Fig. 1: routed metal, one color a layer
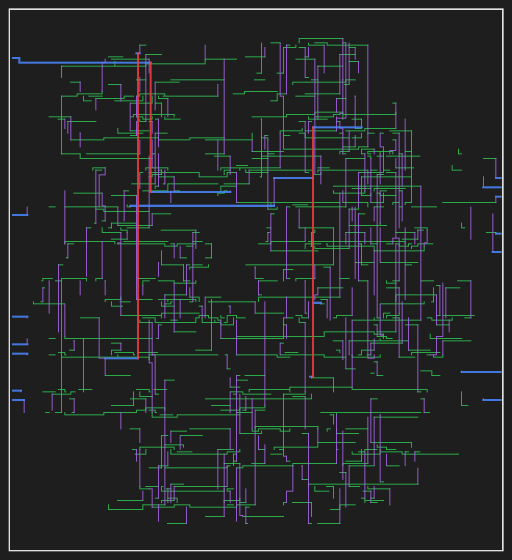
Fig. 2: the metal 1 layer
Supply wires on this layer in gray.
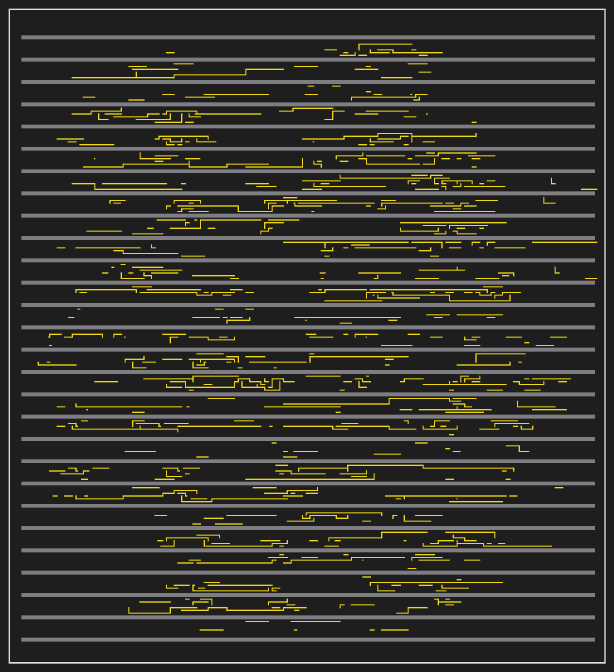
Fig. 3: signal metal coverage by tile
The die is cut into 14 by 16 equal tiles; black is low, pale yellow is high, scaled to the fullest tile. Values are wire area over tile area, all layers added.
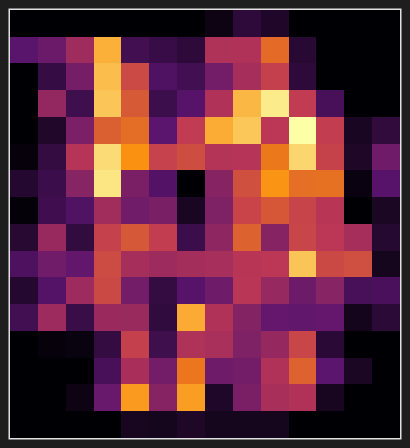
Fig. 4: placed cells, one color a class
Scale bar: 20 µm. Fill, decap, tap and diode cells in gray.
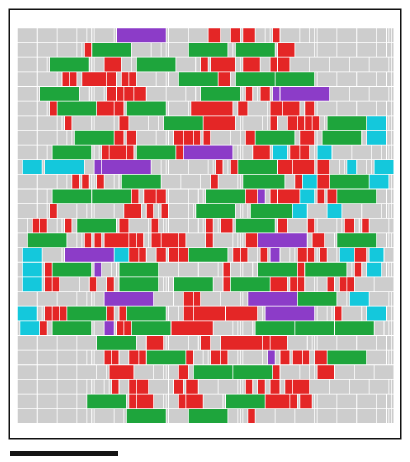
==> src/rtl/vend_input_cond_if.sv <==
// rtl/vend_input_cond_if.sv - front-panel button inputs and conditioned command outputs
// Slave side is the conditioner; master side drives the raw buttons and observes commands.
interface vend_input_cond_if;
   logic       btn_coin1;
   logic       btn_coin10;
   logic       btn_drink1;
   logic       btn_drink2;
   logic       btn_cancel;
   logic       insert;
   logic [1:0] coin_val;
   logic [1:0] drink_op;
   logic       cancel_flag;
   logic       busy;

   modport slave (
      input  btn_coin1, btn_coin10, btn_drink1, btn_drink2, btn_cancel,
      output insert, coin_val, drink_op, cancel_flag, busy
   );

   modport master (
      output btn_coin1, btn_coin10, btn_drink1, btn_drink2, btn_cancel,
      input  insert, coin_val, drink_op, cancel_flag, busy
   );
endinterface

==> src/rtl/vend_input_cond.sv <==
// rtl/vend_input_cond.sv - button synchroniser, debouncer and priority command serialiser
// Each debounced rise becomes one pending event; events drain one per MIN_GAP+1 cycles.
module vend_input_cond #(
   parameter int DEBOUNCE_CYCLES = 20,
   parameter int MIN_GAP         = 2
) (
   input logic            clk,
   input logic            rst_n,
   vend_input_cond_if.slave bus
);
   localparam int NB = 5;
   localparam int CW = $clog2(DEBOUNCE_CYCLES);
   localparam int GW = (MIN_GAP > 0) ? $clog2(MIN_GAP + 1) : 1;

   // Bit order doubles as priority: higher index wins.
   logic [NB-1:0] raw;
   assign raw = {bus.btn_cancel, bus.btn_coin10, bus.btn_coin1, bus.btn_drink2, bus.btn_drink1};

   logic [NB-1:0] sync1_q, sync1_d, sync2_q, sync2_d;
   logic [NB-1:0] stable_q, stable_d, stable_prev_q, stable_prev_d;
   logic [NB-1:0] pend_q, pend_d, grant;
   logic [CW-1:0] cnt_q [NB];
   logic [CW-1:0] cnt_d [NB];
   logic [GW-1:0] gap_q, gap_d;
   logic          insert_q, insert_d, cancel_q, cancel_d;
   logic [1:0]    coin_val_q, coin_val_d, drink_op_q, drink_op_d;

   always_comb begin
      sync1_d       = raw;
      sync2_d       = sync1_q;
      stable_d      = stable_q;
      stable_prev_d = stable_q;
      for (int i = 0; i < NB; i++) begin
         cnt_d[i] = '0;
         if (sync2_q[i] != stable_q[i]) begin
            if (cnt_q[i] == CW'(DEBOUNCE_CYCLES - 1))
               stable_d[i] = sync2_q[i];
            else
               cnt_d[i] = cnt_q[i] + CW'(1);
         end
      end
   end

   always_comb begin
      grant = '0;
      if (gap_q == '0) begin
         for (int i = 0; i < NB; i++) begin
            if (pend_q[i]) begin
               grant    = '0;
               grant[i] = 1'b1;
            end
         end
      end
      // A rise landing on the same edge its flag is granted still re-arms the flag.
      pend_d = (pend_q & ~grant) | (stable_q & ~stable_prev_q);
      if (|grant)
         gap_d = GW'(MIN_GAP);
      else if (gap_q != '0)
         gap_d = gap_q - GW'(1);
      else
         gap_d = gap_q;
      cancel_d   = grant[4];
      insert_d   = grant[3] | grant[2];
      coin_val_d = grant[3] ? 2'b10 : (grant[2] ? 2'b01 : 2'b00);
      drink_op_d = grant[1] ? 2'd2  : (grant[0] ? 2'd1  : 2'd0);
   end

   always_ff @(posedge clk) begin
      if (!rst_n) begin
         sync1_q       <= '0;
         sync2_q       <= '0;
         stable_q      <= '0;
         stable_prev_q <= '0;
         pend_q        <= '0;
         gap_q         <= '0;
         insert_q      <= 1'b0;
         cancel_q      <= 1'b0;
         coin_val_q    <= 2'b00;
         drink_op_q    <= 2'd0;
         for (int i = 0; i < NB; i++) cnt_q[i] <= '0;
      end else begin
         sync1_q       <= sync1_d;
         sync2_q       <= sync2_d;
         stable_q      <= stable_d;
         stable_prev_q <= stable_prev_d;
         pend_q        <= pend_d;
         gap_q         <= gap_d;
         insert_q      <= insert_d;
         cancel_q      <= cancel_d;
         coin_val_q    <= coin_val_d;
         drink_op_q    <= drink_op_d;
         for (int i = 0; i < NB; i++) cnt_q[i] <= cnt_d[i];
      end
   end

   assign bus.insert      = insert_q;
   assign bus.coin_val    = coin_val_q;
   assign bus.drink_op    = drink_op_q;
   assign bus.cancel_flag = cancel_q;
   assign bus.busy        = (|pend_q) | (gap_q != '0);
endmodule

==> src/flat_wrapper.sv <==
// flat-port wrapper written by rule: the top's interface ports become plain ports
module vend_input_cond_flat 
#(
   parameter int DEBOUNCE_CYCLES = 20,
   parameter int MIN_GAP         = 2
)
  (clk, rst_n, bus_btn_coin1, bus_btn_coin10, bus_btn_drink1, bus_btn_drink2, bus_btn_cancel, bus_insert, bus_coin_val, bus_drink_op, bus_cancel_flag, bus_busy);
  vend_input_cond_if bus_i ();
  input logic clk;
  input logic rst_n;
  input wire logic [$bits(bus_i.btn_coin1)-1:0] bus_btn_coin1;
  input wire logic [$bits(bus_i.btn_coin10)-1:0] bus_btn_coin10;
  input wire logic [$bits(bus_i.btn_drink1)-1:0] bus_btn_drink1;
  input wire logic [$bits(bus_i.btn_drink2)-1:0] bus_btn_drink2;
  input wire logic [$bits(bus_i.btn_cancel)-1:0] bus_btn_cancel;
  output wire logic [$bits(bus_i.insert)-1:0] bus_insert;
  output wire logic [$bits(bus_i.coin_val)-1:0] bus_coin_val;
  output wire logic [$bits(bus_i.drink_op)-1:0] bus_drink_op;
  output wire logic [$bits(bus_i.cancel_flag)-1:0] bus_cancel_flag;
  output wire logic [$bits(bus_i.busy)-1:0] bus_busy;
  assign bus_i.btn_coin1 = bus_btn_coin1;
  assign bus_i.btn_coin10 = bus_btn_coin10;
  assign bus_i.btn_drink1 = bus_btn_drink1;
  assign bus_i.btn_drink2 = bus_btn_drink2;
  assign bus_i.btn_cancel = bus_btn_cancel;
  assign bus_insert = bus_i.insert;
  assign bus_coin_val = bus_i.coin_val;
  assign bus_drink_op = bus_i.drink_op;
  assign bus_cancel_flag = bus_i.cancel_flag;
  assign bus_busy = bus_i.busy;
  vend_input_cond #(.DEBOUNCE_CYCLES(DEBOUNCE_CYCLES), .MIN_GAP(MIN_GAP)) u_core (.clk(clk), .rst_n(rst_n), .bus(bus_i));
endmodule
==> config.mk <==
export PLATFORM = sky130hd
export DESIGN_NAME = vend_input_cond_flat
export DESIGN_NICKNAME = d
export VERILOG_FILES = /design/src/rtl/vend_input_cond_if.sv /design/src/rtl/vend_input_cond.sv /design/src/flat_wrapper.sv
export SDC_FILE = /design/constraint.sdc
export NUM_CORES = 1
export LEC_CHECK = 0
export ABC_AREA = 1
export CORE_ASPECT_RATIO = 1.1
export CORE_UTILIZATION = 40
export CTS_BUF_LIST = sky130_fd_sc_hd__clkbuf_16
export CTS_CLUSTER_SIZE = 30
export DETAILED_ROUTE_END_ITERATION = 10
export PLACE_DENSITY_LB_ADDON = 0.2
export SLEW_MARGIN = 20
export SYNTH_ARGS = -nofsm -noshare
export SYNTH_HDL_FRONTEND = slang
export SYNTH_SLANG_ARGS = --single-unit
==> constraint.sdc <==
create_clock -name clk -period 1.6 [get_ports clk]
set_clock_uncertainty 0.05 [all_clocks]
set_input_delay 0.32 -clock clk [delete_from_list [all_inputs] [get_ports clk]]
set_output_delay 0.32 -clock clk [all_outputs]
set_load 0.01 [all_outputs]
==> flow_summary_export.csv <==
group,metric,value,unit
power_and_ir_drop,p_switching,630,µW
timing,hold_ws,0.362,ns
power_and_ir_drop,p_per_area,1150,nW/µm²
timing,worst_slack,-0.0445,ns
cells_and_area,clock_area_frac,0.0928,
yosys,async_reset_ff_frac,0,
floorplanning,rows,27,
route,met3WireLength,98,µm
setup_path,slowest_delay,0.33,ns
yosys,synth-edff-count,0,
clocking,tritoncts,"done",
clocking,clockRootBuffer,"clkbuf_16",
cells_and_area,seq_area,1160,µm²
timing,finalSetupViolCount,1,
yosys,simple_gate_area_frac,0.216,
cells_and_area,num-nonclk-inverters,35,
yosys,synth_nets,254,
power_and_ir_drop,seq_power_share,0.470,
grt,grt_pass1_wl,5570,µm
clocking,clk_latency,0.32,ns
route,wl_met2,1340,µm
yosys,synth_seq_share,0.532,
yosys,common_cells,"dfxtp_1, nand2_1, inv_1, nor2_1, nand3_1",
power_and_ir_drop,p_comb,72.1,µW
timing,drv_slew,0,
outcome,status,"complete, but fails checks",
cells_and_area,largest_register_ffs,25,
route,top_layer,"met4",
power_and_ir_drop,switching_share,0.201,
cells_and_area,fillCellCount,489,
setup_path,crit_chain,"nor2_4 -> inv_2 -> nor2_4 -> nand2_2 -> or2_1 -> buf_2",
cells_and_area,largestClassByArea,"registers",
yosys,ys_cells,242,
min_path,worst_hold_path.endpoint,"u_core.sync2_q[1]$_SDFF_PN0_",
yosys,mux_area_frac,0,
cells_and_area,n_all_buffers,24,
timing,rsz0062_at_grt,"true",
setup_path,crit_path_end,"bus_busy",
route,wirelength,3160,µm
yosys,syn_inst,242,
place,globalplace.congestion,0.727,
floorplanning,nWellTaps,72,
outcome,violations,"negative setup slack",
clocking,clk_pin_slew,0.05,ns
About Fig. 1:
Key: metal 3 = blue [wire length 98.2 µm]; metal 4 = red [wire length 101 µm]; metal 1 = green [wire length 1620 µm]; metal 2 = purple [wire length 1340 µm]

About Fig. 2:
The layer holds 51% of the routed length. 267 nets have wire on it.

About Fig. 3:
The fullest tile reaches 0.29. 22% of the tiles are over half the peak. The emptiest ninth of the die: lower left.

About Fig. 4:
Key: flops = green [cells 58]; clock drivers and dummy loads = purple [cells 16]; combinational and other logic = red [cells 181]; other buffers and delay cells = cyan [cells 24]

## kinds of logic (layout without fill, tap and decap cells)
logic type,Yosys count,in the layout
AND-OR/OR-AND,29,29
adder cells (fa/ha/maj),5,5
flip-flops,58,58
AND/OR/NAND/NOR,104,104
XOR/XNOR,8,8
buffers and inverters,38,75
## stage by stage
step	setup TNS [ns]	util	instance area [µm²]	std cells
after floorplan	0	-	2180	242
final	-0.0445	0.533	2740	351
after global routing	-0.101	0.533	2740	351
after CTS	-0.0597	0.529	2720	350
after detailed placement	-0.0770	0.481	2470	334
after global placement	-0.0635	0.481	2470	334
## what timing repair did
| action | in CTS | in global routing |
|---|---|---|
| buffers inserted | 0 | 1 |
| hold buffers | 0 | 0 |
| cloned | 0 | 0 |
| gates resized | 6 | 6 |
| setup endpoints to repair | 1 | 1 |
| pin swaps | 0 | 3 |
